**Placement density heat map**

Scale bar: 10 microns. 9 x 9 tiles, from dark blue (low) to red (high), 0 to 100% covered.
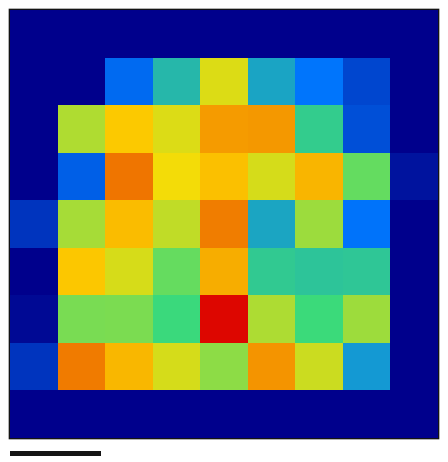
**Cell sizes after repair**

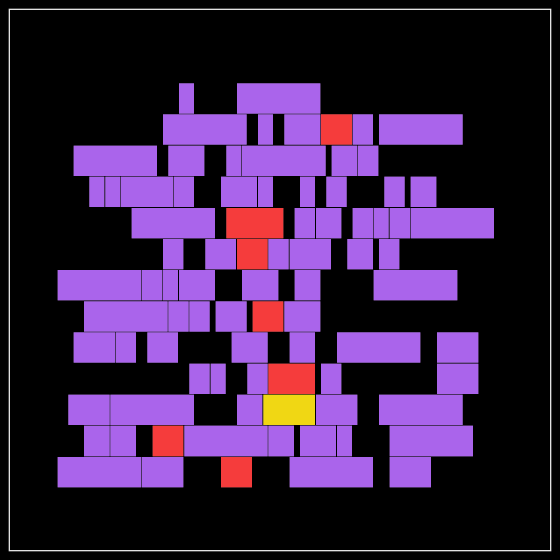
**The metal 2 layer**

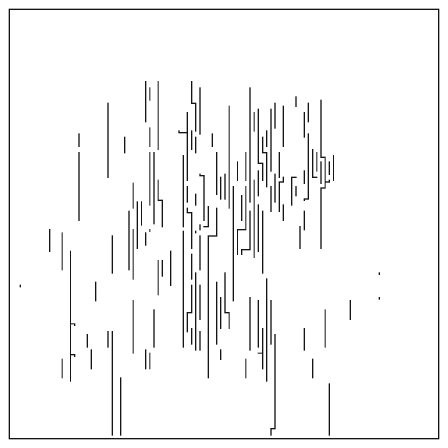
[src/rtl/debounce_edge.sv]
// debounce_edge: two-flop synchroniser plus stability-count filter for a
// bouncy single-bit input. Produces a clean registered level with its
// complement, one-cycle rise/fall pulses and a busy flag while a candidate
// level change is being qualified.
module debounce_edge #(
  parameter int STABLE_CYCLES = 4,
  parameter int CNT_W         = 8
) (
  input  logic clk,
  input  logic rst,
  input  logic din,
  output logic dout,
  output logic doutbar,
  output logic rise,
  output logic fall,
  output logic busy
);

  typedef enum logic [1:0] {
    IDLE_LOW  = 2'd0,
    WAIT_HIGH = 2'd1,
    IDLE_HIGH = 2'd2,
    WAIT_LOW  = 2'd3
  } state_t;

  // Final count value: the sample that completes qualification arrives while
  // cnt holds STABLE_CYCLES-1, so the counter never needs to go higher.
  localparam logic [CNT_W-1:0] CNT_LAST = CNT_W'(STABLE_CYCLES - 1);
  localparam logic [CNT_W-1:0] CNT_ONE  = CNT_W'(1);

  logic             s1;
  logic             s2;
  state_t           state;
  logic [CNT_W-1:0] cnt;

  // Two-flop synchroniser; only s2 is allowed to reach the filter.
  always_ff @(posedge clk) begin
    if (rst) begin
      s1 <= 1'b0;
      s2 <= 1'b0;
    end else begin
      s1 <= din;
      s2 <= s1;
    end
  end

  // Qualification FSM with all outputs registered alongside the state.
  always_ff @(posedge clk) begin
    if (rst) begin
      state   <= IDLE_LOW;
      cnt     <= '0;
      dout    <= 1'b0;
      doutbar <= 1'b1;
      rise    <= 1'b0;
      fall    <= 1'b0;
      busy    <= 1'b0;
    end else begin
      rise <= 1'b0;
      fall <= 1'b0;
      case (state)
        IDLE_LOW: begin
          if (s2) begin
            state <= WAIT_HIGH;
            cnt   <= CNT_ONE;
            busy  <= 1'b1;
          end else begin
            cnt <= '0;
          end
        end
        WAIT_HIGH: begin
          if (!s2) begin
            // Bounced back before qualifying: drop the candidate silently.
            state <= IDLE_LOW;
            cnt   <= '0;
            busy  <= 1'b0;
          end else if (cnt == CNT_LAST) begin
            state   <= IDLE_HIGH;
            cnt     <= '0;
            busy    <= 1'b0;
            dout    <= 1'b1;
            doutbar <= 1'b0;
            rise    <= 1'b1;
          end else begin
            cnt <= cnt + CNT_ONE;
          end
        end
        IDLE_HIGH: begin
          if (!s2) begin
            state <= WAIT_LOW;
            cnt   <= CNT_ONE;
            busy  <= 1'b1;
          end else begin
            cnt <= '0;
          end
        end
        WAIT_LOW: begin
          if (s2) begin
            state <= IDLE_HIGH;
            cnt   <= '0;
            busy  <= 1'b0;
          end else if (cnt == CNT_LAST) begin
            state   <= IDLE_LOW;
            cnt     <= '0;
            busy    <= 1'b0;
            dout    <= 1'b0;
            doutbar <= 1'b1;
            fall    <= 1'b1;
          end else begin
            cnt <= cnt + CNT_ONE;
          end
        end
        default: begin
          state   <= IDLE_LOW;
          cnt     <= '0;
          busy    <= 1'b0;
          dout    <= 1'b0;
          doutbar <= 1'b1;
        end
      endcase
    end
  end

endmodule

[config.mk]
export PLATFORM = sky130hd
export DESIGN_NAME = debounce_edge
export DESIGN_NICKNAME = d
export VERILOG_FILES = /design/src/rtl/debounce_edge.sv
export SDC_FILE = /design/constraint.sdc
export NUM_CORES = 1
export LEC_CHECK = 0
export ABC_CLOCK_PERIOD_IN_PS = 2000
export CAP_MARGIN = 30
export CORE_MARGIN = 4
export CORE_UTILIZATION = 46
export DETAILED_ROUTE_END_ITERATION = 16
export PLACE_DENSITY = 0.7
export SLEW_MARGIN = 20
export SYNTH_ARGS = -nofsm -noshare
export SYNTH_HDL_FRONTEND = slang
export SYNTH_SLANG_ARGS = --single-unit
[constraint.sdc]
create_clock -name clk -period 2 [get_ports clk]
set_input_delay 0.6 -clock clk [delete_from_list [all_inputs] [get_ports clk]]
set_output_delay 0.6 -clock clk [all_outputs]
set_load 0.01 [all_outputs]
==> flow_metrics.tcl <==
# flow metrics
set metrics [dict create \
    dp.final_hpwl_microns 907.4 \
    overall_die_area_sq_mm 0.002225 \
    netlist_top_cells_count "sky130_fd_sc_hd__dfxtp_1 (17), sky130_fd_sc_hd__a21oi_1 (8), sky130_fd_sc_hd__nand3_1 (6)" \
    worst_path_max_delay_cell "sky130_fd_sc_hd__or4b_4" \
    synth.largest_area_cell "sky130_fd_sc_hd__dfxtp_1" \
    crit_path_cell_trace "ha_1 -> or4b_4 -> or3_4 -> a31o_1" \
    registers_synthesis 17 \
    placement.cell_area_sq_um 787.0 \
    top_logic_kind "simple AND/OR/NAND/NOR gates" \
    pre_cts_slack_ps 111.0 \
    netlist.area_leader.share 0.4823 \
    timing.max_slew.rel_slack 0.7543 \
    post_synth_inst_count 73 \
    flop-count 17 \
    antenna-diode-count 0 \
    critPathCaptureType "register" \
    cap_viol_max_count 0 \
    cellInternalPower_mw 0.4310 \
    post-route-drc-count 0 \
    yosys.stat.seqShare 0.4823 \
    fillCellCount 131 \
    final_count_of_negative_setup_slack_endpoints 0 \
    placement.io_buffers 7 \
    gr-max-usage-layer "met2" \
    clock_sinks 17 \
    outcome "finished clean" \
    clk_latency_ps 280 \
    crit_path_max_fanout 7 \
    unrepaired_setup_endpoints_after_global_routing "false" \
    cts-htree-levels 1 \
    groute.usage.overall 0.1445 \
    clock_tree_area_fraction 0.03231 \
    grt.met3_usage 0.03448 \
    worstSetupStartpointType "register" \
    required_ps 2180 \
    tightestPinTransition_ps 363.5 \
    asyncSetResetFlopFracSynth 0 \
    ctsLongestPathBuffers 2 \
    powerSeq_mw 0.346 \
    post_synthesis_to_final_layout_area_growth_pct 15.25 \
    mappedNetlistArea_sq_um 705.7 \
    yosys.area_share.aoi 0.1418 \
    dominant-cell-class "flip-flops and latches" \
    regToRegEndpoint "dout" \
    clkbuf_count 4 \
    cts_repair_resize_count 0 \
    r2r-start "cnt[0]" \
    final_critical_path_setup_slack_ps 96.64 \
    synth_top_cell_by_count "sky130_fd_sc_hd__dfxtp_1" \
    max_flop_register "cnt" \
    swShare 0.2052 \
    cp_num_cells 4 \
    grt_start_max_net_pins 10 \
    tap-cell-count 15 \
    synth.net_count 77 \
    grtUsageMet1 0.1950 \
    cts.reportedPaths.clkPinSlew_ps 90 \
    grt_pass1_vias 537 \
    maxClockFrequency_mhz 525.4 \
    warning_count 26 \
    drv_slew 0 \
    post_synth_and_or_nand_nor_area_fraction 0.2660 \
    cts_buffers 3 \
    num_vias 570 \
    top_signal_layer_used "met4" \
    netlist-cell-type-count 26 \
    via_per_inst 5.758 \
    hold_class "register to register" \
    final_area_sq_um 813.3 \
    layout.nets 89 \
    worst_clock_skew_ps 1.142 \
    p_comb_frac 0.038 \
    min-delay-start "s1" \
    ys_dominant_reg_cell "sky130_fd_sc_hd__dfxtp_1" \
    grt-ovfl-total 0 \
    met2RoutedLength_microns 533 \
    synth-edff-count 0 \
    globalplace.congestion 0.7873 \
    crit_family "simple AND/OR/NAND/NOR gates" \
    die_height_microns 47.17 \
    setup.worst_path.start "cnt[0]" \
    detail-route-antenna-nets 0 \
    multiInputCombCellCount 52 \
    final-instance-count-excl-fill 99 \
    boundary_pins 8 \
    grt_pass1_wl_microns 2283 \
    postCtsSetupRepairBufs 0 \
    min_period_over_period 0.9517 \
    wl_per_cell_microns 12.23 \
    post_route_cells_drive_above_1_share 0.09524 \
    p_leak_nw 0.2710 \
    min_delay_worst_endpoint "s2" \
    max_stage_delay_ps 530 \
    num-nonclk-buffers 9 \
    top_logic_cell_by_instance_count_in_the_layout "sky130_fd_sc_hd__dfxtp_1" \
    fraction_of_power_consumed_by_sequential_logic 0.638 \
    pwr_density_cell_mw_per_mm2 666.8 \
    arrival_ps 2090 \
    mux_share 0 \
    synthTopCellsByArea "sky130_fd_sc_hd__dfxtp_1 (48%), sky130_fd_sc_hd__a21oi_1 (5.7%), sky130_fd_sc_hd__nand3_1 (4.3%), sky130_fd_sc_hd__xor2_1 (3.7%), sky130_fd_sc_hd__or3_1 (3.5%)" \
    comb_share 0.4123 \
    logic_area_sq_um 335.3 \
]
Back to the opening pictures, 'placement density heat map':
emptiest ninth of the die: north-east
fullest tile: 99%
nearly empty tiles: 37%
standard cell core area: 0.001366 sq mm
fin util: 0.5952
initial core utilization: 0.5165

Back to the opening pictures, 'cell sizes after repair':
legend:
  drive 2:
    color: yellow
    cells: 1
    share: 1.2%
  drive 3 to 4:
    color: red
    cells: 7
    share: 8.3%
  drive 1 or less:
    color: purple
    cells: 76
    share: 90%

Back to the opening pictures, 'the metal 2 layer':
nets with wire on the layer: 73
longest straight run: 15.6 microns
main direction: vertical
wire length on this layer: 533 microns
Global Route met2 Usage: 0.2087
drt total wl: 1211 microns

